$ cat src/rtl/button_debouncer_array.sv
// rtl/button_debouncer_array.sv - multi-channel button debouncer with press/release/long-press strobes
module button_debouncer_array #(
   parameter int CHANNELS      = 4,
   parameter int HOLDOFF       = 500000,
   parameter int CNT_W         = 19,
   parameter int LONG_CYCLES   = 50000000,
   parameter int REPEAT_CYCLES = 0,
   parameter int LONG_W        = 26,
   parameter int ACTIVE_LOW    = 0,
   parameter int STRETCH_MODE  = 0
) (
   input  logic                clock,
   input  logic                reset,
   input  logic [CHANNELS-1:0] button,
   output logic [CHANNELS-1:0] out,
   output logic [CHANNELS-1:0] press,
   output logic [CHANNELS-1:0] release_strobe,
   output logic [CHANNELS-1:0] long_press,
   output logic                busy
);

   localparam logic [CNT_W-1:0]  HOLD_MAX   = CNT_W'(HOLDOFF - 1);
   localparam logic [LONG_W-1:0] LONG_MAX   = LONG_W'(LONG_CYCLES - 1);
   localparam logic [LONG_W-1:0] REPEAT_MAX = LONG_W'(REPEAT_CYCLES - 1);

   logic [CHANNELS-1:0] pin_b;
   logic [CHANNELS-1:0] s1;
   logic [CHANNELS-1:0] s2;
   logic [CNT_W-1:0]    cnt     [CHANNELS];
   logic [CNT_W-1:0]    cnt_n   [CHANNELS];
   logic [LONG_W-1:0]   hold    [CHANNELS];
   logic [LONG_W-1:0]   hold_n  [CHANNELS];
   logic [CHANNELS-1:0] rpt;
   logic [CHANNELS-1:0] rpt_n;
   logic [CHANNELS-1:0] out_n;
   logic [CHANNELS-1:0] press_n;
   logic [CHANNELS-1:0] rel_n;
   logic [CHANNELS-1:0] long_n;

   assign pin_b = (ACTIVE_LOW != 0) ? ~button : button;

   always_comb begin
      out_n   = out;
      press_n = '0;
      rel_n   = '0;
      long_n  = '0;
      rpt_n   = rpt;
      for (int i = 0; i < CHANNELS; i++) begin
         cnt_n[i]  = cnt[i];
         hold_n[i] = hold[i];
         if (STRETCH_MODE == 0) begin
            if (s2[i] == out[i]) begin
               cnt_n[i] = '0;
            end else if (cnt[i] == HOLD_MAX) begin
               out_n[i]   = s2[i];
               cnt_n[i]   = '0;
               press_n[i] = s2[i];
               rel_n[i]   = ~s2[i];
            end else begin
               cnt_n[i] = cnt[i] + 1'b1;
            end
         end else begin
            // The cycle right after the rise is not counted, so out stays high at least HOLDOFF+1 cycles.
            if (!out[i]) begin
               cnt_n[i] = '0;
               if (s2[i]) begin
                  out_n[i]   = 1'b1;
                  press_n[i] = 1'b1;
               end
            end else if (s2[i] || press[i]) begin
               cnt_n[i] = '0;
            end else if (cnt[i] == HOLD_MAX) begin
               out_n[i] = 1'b0;
               cnt_n[i] = '0;
               rel_n[i] = 1'b1;
            end else begin
               cnt_n[i] = cnt[i] + 1'b1;
            end
         end

         // Hold counter: idle while released, never strobes on the release edge itself.
         if (LONG_CYCLES == 0 || !out[i] || rel_n[i]) begin
            hold_n[i] = '0;
            rpt_n[i]  = 1'b0;
         end else if (!rpt[i]) begin
            if (hold[i] == LONG_MAX) begin
               long_n[i] = 1'b1;
               hold_n[i] = '0;
               rpt_n[i]  = 1'b1;
            end else begin
               hold_n[i] = hold[i] + 1'b1;
            end
         end else if (REPEAT_CYCLES > 0) begin
            if (hold[i] == REPEAT_MAX) begin
               long_n[i] = 1'b1;
               hold_n[i] = '0;
            end else begin
               hold_n[i] = hold[i] + 1'b1;
            end
         end
      end
   end

   always_comb begin
      busy = 1'b0;
      for (int i = 0; i < CHANNELS; i++) begin
         busy = busy | (cnt[i] != '0);
      end
   end

   always_ff @(posedge clock) begin
      if (reset) begin
         s1             <= '0;
         s2             <= '0;
         out            <= '0;
         press          <= '0;
         release_strobe <= '0;
         long_press     <= '0;
         rpt            <= '0;
         for (int i = 0; i < CHANNELS; i++) begin
            cnt[i]  <= '0;
            hold[i] <= '0;
         end
      end else begin
         s1             <= pin_b;
         s2             <= s1;
         out            <= out_n;
         press          <= press_n;
         release_strobe <= rel_n;
         long_press     <= long_n;
         rpt            <= rpt_n;
         for (int i = 0; i < CHANNELS; i++) begin
            cnt[i]  <= cnt_n[i];
            hold[i] <= hold_n[i];
         end
      end
   end

endmodule

$ cat config.mk
export PLATFORM = sky130hd
export DESIGN_NAME = button_debouncer_array
export DESIGN_NICKNAME = d
export VERILOG_FILES = /design/src/rtl/button_debouncer_array.sv
export SDC_FILE = /design/constraint.sdc
export NUM_CORES = 1
export LEC_CHECK = 0
export ABC_AREA = 0
export CORE_MARGIN = 8
export CORE_UTILIZATION = 56
export DETAILED_ROUTE_END_ITERATION = 8
export PLACE_DENSITY = 0.72
export SETUP_SLACK_MARGIN = 0.5
export SYNTH_ARGS = -nofsm -noshare
export SYNTH_HDL_FRONTEND = slang
export SYNTH_SLANG_ARGS = --single-unit
$ cat constraint.sdc
create_clock -name clock -period 2.3 [get_ports clock]
set_input_delay 0.46 -clock clock [delete_from_list [all_inputs] [get_ports clock]]
set_output_delay 0.46 -clock clock [all_outputs]
set_load 0.005 [all_outputs]
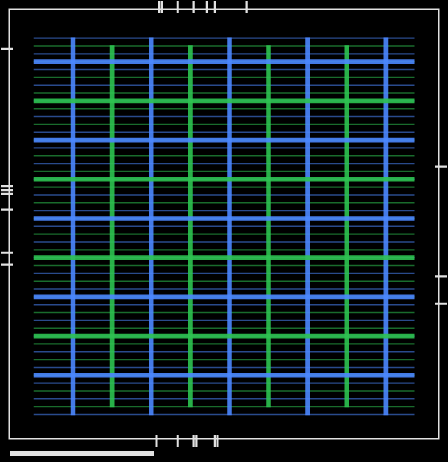
run_1/power_grid.png
Bar = 50 um. Pins as bars on the die edge.
legend:
  blue:
    net: VSS
  green:
    net: VDD
signal pins: 23
rows: 48
met4 straps: 9
met5 straps: 9
die extent in y: 148 um
worst-case vdd ir drop: 0.652 mV

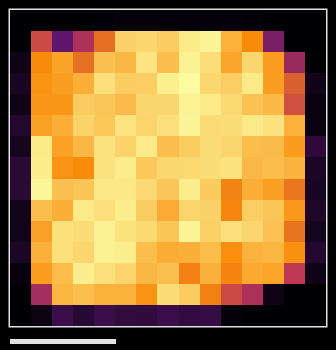
run_1/cell_density.png
Bar = 50 um. The die is cut into 15 by 15 equal tiles; black is low, pale yellow is high, 0 to 100% covered.
fullest tile: 99%
densest ninth of the die: middle
tiles over 75% full: 64%
effective utilization at floorplan: 57.0%
core area: 17200 um2

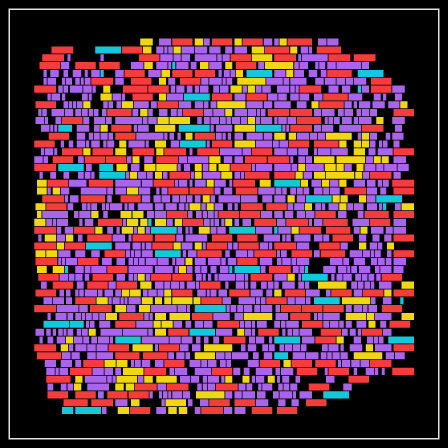
run_1/placement_by_type.png
legend:
  red:
    class: sequential cells
    cells: 208
    share_of_their_area: 31%
  purple:
    class: combinational and other logic
    cells: 861
    share_of_their_area: 49%
  cyan:
    class: clock drivers and dummy loads
    cells: 42
    share_of_their_area: 5.6%
  yellow:
    class: remaining buffers and delay cells
    cells: 185
    share_of_their_area: 15%
Final Util: 82.8%
summed area of non-filler cells in the final layout: 14300 um2
proportion of cell area occupied by registers: 30.3%
Row Count: 48

==> run summary, run 1 <==
Flow results.

- The average via count per standard cell is 6.52.
- The share of the Yosys chip area taken by registers is approximately 42%.
- The number of antenna violations at the first check in global routing is 0.
- According to the I/O placement log, the pin count is 23.
- The deepest clock path buffer count is 3.
- Among logic cells in the layout, the one with the most instances is sky130_fd_sc_hd__dfxtp_1.
- Of all nets on the critical path, the largest fanout is 4.
- The initial DRC count is 770.
- The post-synthesis instance area is 9830 um2.
- The source of the worst hold timing path is s1[3].
- The adder and majority cell fraction of the synthesized area is 1.53%.
- Ranked by total area, the top cell class in this layout is logic gates.
- The number of hold buffers added after CTS is 0.
- For the worst-skew pair, the clock arrives at the later sink with an insertion delay of 0.52 ns.
- The tally of yosys warning messages is 0.
- Counting buffers and inverters, the worst setup path is 5 cells deep.
- The clock tree cell share of total cell area is 5.53%.
- The multi-input combinational cell area is 6710 um2.
- The number of inserted filler cells in the final layout is 922.
- The Yosys chip area is approximately 10000 um2.
- Once the clock tree was built, the resizer swapped 178 gates to a different size.
- The final timing report derives a shortest allowable period of ~2.4 ns.
- The inserted tap cell count is 225.
- The wire-length estimate of the detail-placed layout is 14800 um.
- The met1 wire length is 12500 um.
- The number of global-route vias before repair is ~9000.
- The synthesized netlist devotes 9.27% of its cell area to XOR and XNOR gates.
- The tightest hold path in the finished design has a slack of 0.437 ns.
- The horizontal die dimension reported for this design is 148 um.
- The final estimated routing congestion in global placement is a little over 0.8.
- The final timing summary puts the cycle share of the worst path at 102%.
- The chip area is 22000 um2.
- The share of synthesized area spent on multiplexers is 0%.
- TritonRoute output was used to compute an average wire per cell of 20.8 um.
- The highest clock frequency the design can meet is 0.424 GHz.
- The proportion of netlist area held by the largest area contributor is 42.4%.
- The flow ran to the end, but the final reports show violations.
- The area added between synthesis and finish is 45.2%.
- Yosys mapped a number of flops with a built-in enable equal to 0.
- According to the timing report, the critical path is launched from cnt[0][17].
- In the layout the commonest cells are sky130_fd_sc_hd__dfxtp_1, sky130_fd_sc_hd__buf_4, sky130_fd_sc_hd__xnor2_1, sky130_fd_sc_hd__nor2_1.
- The final layout net count is between 1000 and 1500.
- The number of clock sinks seen by CTS is approximately 210.
- Endpoints failing hold in the final report were tallied at 0.
- The checks that failed: setup timing.
- The area taken by flip-flops and latches is 4330 um2.
- The register with the most flip-flops in the layout has 104 of them.
- The worst-case setup margin in the final layout is -0.0561 ns.
- After synthesis the netlist holds a flip-flop and latch count of 208.
- At the worst endpoint, the arrival time is 1.90 ns.
- The repair_antennas step left the layout with diodes totalling 0.
- OpenSTA lists the critical path endpoint as busy.
- The tally of nets with antenna violations remaining after routing is 0.
- The final count of negative-setup-slack endpoints is 1.
- The final-layout setup total negative slack is -0.0561 ns.
- The first global-routing pass estimated roughly 45000 um of wire.
- The depth of the worst register-to-register path is 11.
## Run 2: what changed since run 1
- CORE_UTILIZATION: 56 -> 60
- PLACE_DENSITY: 0.72 -> 0.74
- clock period: 2.3 -> 2.35 ns (I/O delays scaled with it)
==> run 2 against run 1 <==
Net effect: the run still ends with setup timing left; routed wire length down 0.43%; clock skew down 0.00077 ns; via count barely moved; flip-flop count unchanged; critical endpoint unchanged; critical path depth unchanged; non-clock buffer count fell by 14; highest routed layer unchanged; sequential share of layout area up 0.38 points; clock power shrank 9.0%.
==> run summary, run 2 <==
Flow results.

- Run status: complete, but fails checks (unchanged).
- Violated checks: setup timing (unchanged).
- The wire length of the first global-routing pass was 42700 um (was 44600 um).
- The maximum fanout count along the critical path is 2 (was 4).
- The post-cts resize count is 159 (was 178).
- The largest cell class by area is logic gates (unchanged).
- The final layout net count is 1283 (was 1298).
- The number of clock sinks seen by CTS is 208 (unchanged).
- The number of failing hold endpoints at the final stage was 0 (unchanged).
- The number of inserted filler cells in the final layout is 749 (was 922).
- The met1 wire length is 12600 um (was 12500 um).
- The launch point of the worst path is cnt[2][8] (was cnt[0][17]).
- The post-synth tally of flip-flops with integrated enable is 0 (unchanged).
- The chip area came to 20700 um2 (was 22000 um2).
- The most common library cell in the layout ignoring fill and taps is sky130_fd_sc_hd__dfxtp_1 (unchanged).
- The fraction of the yosys area taken by sequential cells is 42.4% (unchanged).
- The maximum ir drop on the vdd rail is 0.580 mV (was 0.652 mV).
- The highest clock frequency the design can meet is 0.401 GHz.
- The final count of negative-setup-slack endpoints is 1 (unchanged).
- The initial DRC count came to 905 (was 770).
- Most used cells in the layout excluding fill and tap cells: sky130_fd_sc_hd__dfxtp_1, sky130_fd_sc_hd__buf_4, sky130_fd_sc_hd__xnor2_1 (was sky130_fd_sc_hd__dfxtp_1, sky130_fd_sc_hd__buf_4, sky130_fd_sc_hd__xnor2_1, sky130_fd_sc_hd__nor2_1).
- The average via count per standard cell is 6.62 (was 6.52).
- The final-layout setup total negative slack is -0.142 ns (was -0.0561 ns).
- The count of standard-cell rows is 46 (was 48).
- The half-perimeter wire length after detailed placement is 14500 um (was 14800 um).
- The post-layout instance area was 14000 um2 (was 14300 um2).
- The number of antenna violations at the first check in global routing is 0 (unchanged).
- The die height came to 144 um (was 148 um).
- The proportion of netlist area held by the largest area contributor is 42.4% (unchanged).
- The last element of the critical path is busy (unchanged).
- The inserted tap cell count is 216 (was 225).
- The worst-case setup margin in the final layout is -0.142 ns (was -0.0561 ns).
- The post-synthesis instance area is 9830 um2 (unchanged).
- The area added between synthesis and finish was 42.3% (was 45.2%).
- The time the worst path needs with I/O delays and setup is between 2 and 2.5 ns.
- The depth of the worst register-to-register path came to 10 (was 11).
- The number of flip-flops and latches in the synthesized netlist is 208 (unchanged).
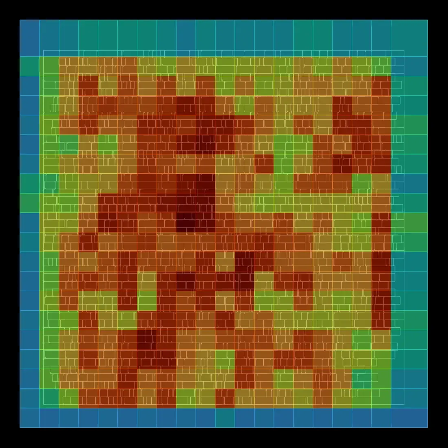
run_2/congestion.png
routed wirelength normalized by instance count: 21.0 um
Final Util: 87.7%
Total Routing Usage GR: 24.6%

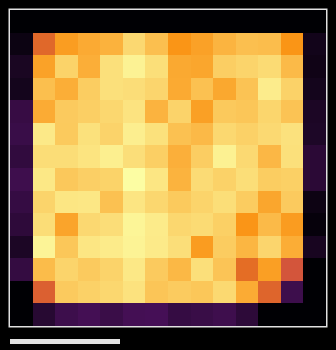
run_2/cell_density.png
Bar = 50 um. The die is cut into 14 by 14 equal tiles; black is low, pale yellow is high, 0 to 100% covered.
nearly empty tiles: 11%
tiles over 75% full: 70%
mean over tiles: 66%
fullest tile: 100%
densest ninth of the die: middle
effective utilization at floorplan: 61.7%
core area: 15900 um2

## Run 3: what changed since run 2
- CTS_CLUSTER_SIZE: default -> 20
==> run 3 against run 2 <==
Net effect: the flow still finishes with violations (setup timing); power unchanged; die area unchanged; clock power about the same; global-route usage is the same; combinational power is essentially flat.
==> run summary, run 3 <==
Flow results.

- The post-synth tally of flip-flops with integrated enable is 0 (unchanged).
- The number of antenna violations at the first check in global routing was 0 (unchanged).
- The wire length of the first global-routing pass was 42700 um (unchanged).
- The area added between synthesis and finish is 42.3% (unchanged).
- The number of cells on the critical path is 5 (unchanged).
- The initial DRC count is 905 (unchanged).
- The final layout net count came to 1283 (unchanged).
- The tally of yosys warning messages is 0 (unchanged).
- The adder and majority cell fraction of the synthesized area came to 1.53% (unchanged).
- The number of inserted filler cells in the final layout came to 749 (unchanged).
- The inserted tap cell count came to 216 (unchanged).
- The area of the placeable core is 15900 um2 (unchanged).
- The final estimated routing congestion in global placement came to 0.838 (unchanged).
- The final count of negative-setup-slack endpoints came to 1 (unchanged).
- The average via count per standard cell came to 6.62 (unchanged).
- The maximum fanout count along the critical path is 2 (unchanged).
- The overall global routing resource usage is 24.6% (unchanged).
- The depth of the worst register-to-register path is 10 (unchanged).
- The clock insertion delay at the later pin of the skew report is 0.51 ns (about the same).
- The proportion of netlist area held by the largest area contributor is 42.4% (unchanged).
- Run status: complete, but fails checks (unchanged).
- The count of pins on the block boundary came to 23 (unchanged).
- The number of antenna repair diodes is 0 (unchanged).
- The worst hold margin is 0.449 ns (unchanged).
- The deepest clock path buffer count came to 3 (unchanged).
- The tally of nets with antenna violations remaining after routing is 0 (unchanged).
- The worst-case setup margin in the final layout is -0.142 ns (unchanged).
- The flip-flop count of the largest register, all copies and words added is 104 (unchanged).
- The time the worst path needs with I/O delays and setup is 2.49 ns (unchanged).
- The last element of the critical path was busy (unchanged).
- The area taken by flip-flops and latches is 4290 um2 (unchanged).
- Most used cells in the layout excluding fill and tap cells: sky130_fd_sc_hd__dfxtp_1, sky130_fd_sc_hd__buf_4, sky130_fd_sc_hd__xnor2_1 (unchanged).
- The utilization after layout came to 87.7% (unchanged).
- Violated checks: setup timing (unchanged).
- The final-layout setup total negative slack came to -0.142 ns (unchanged).
- The share of synthesized area spent on multiplexers came to 0% (unchanged).
- The number of flip-flops and latches in the synthesized netlist is 208 (unchanged).
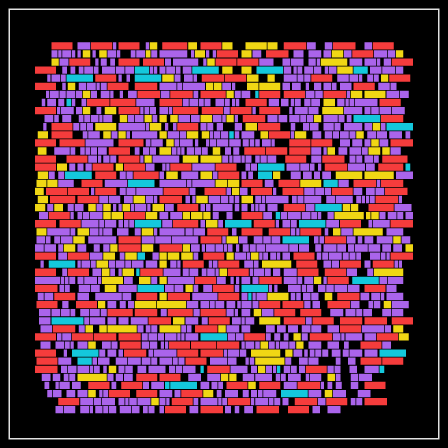
run_3/placement_by_type.png
legend:
  purple:
    class: combinational and other logic
    cells: 861
    share_of_their_area: 50%
  cyan:
    class: clock drivers and dummy loads
    cells: 41
    share_of_their_area: 5.3%
  red:
    class: sequential cells
    cells: 208
    share_of_their_area: 31%
  yellow:
    class: remaining buffers and delay cells
    cells: 171
    share_of_their_area: 14%
Row Count: 46
proportion of cell area occupied by registers: 30.7%
summed area of non-filler cells in the final layout: 14000 um2

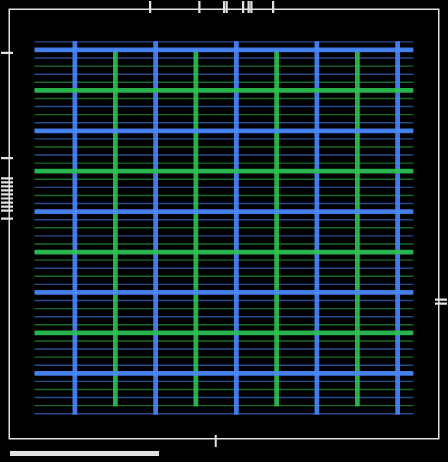
run_3/power_grid.png
Bar = 50 um. Pins as bars on the die edge.
die extent in y: 144 um
worst-case vdd ir drop: 0.580 mV


==> screenshots <==
Port wiring.
Bar = 50 um.
picture 1
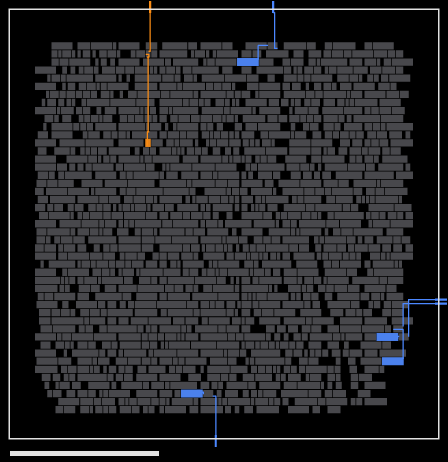
picture 2
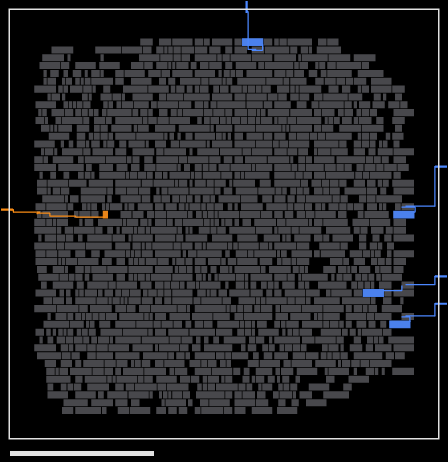
- run 3 = picture 1
- run 1 = picture 2

Power and IR drop assume default switching activity.
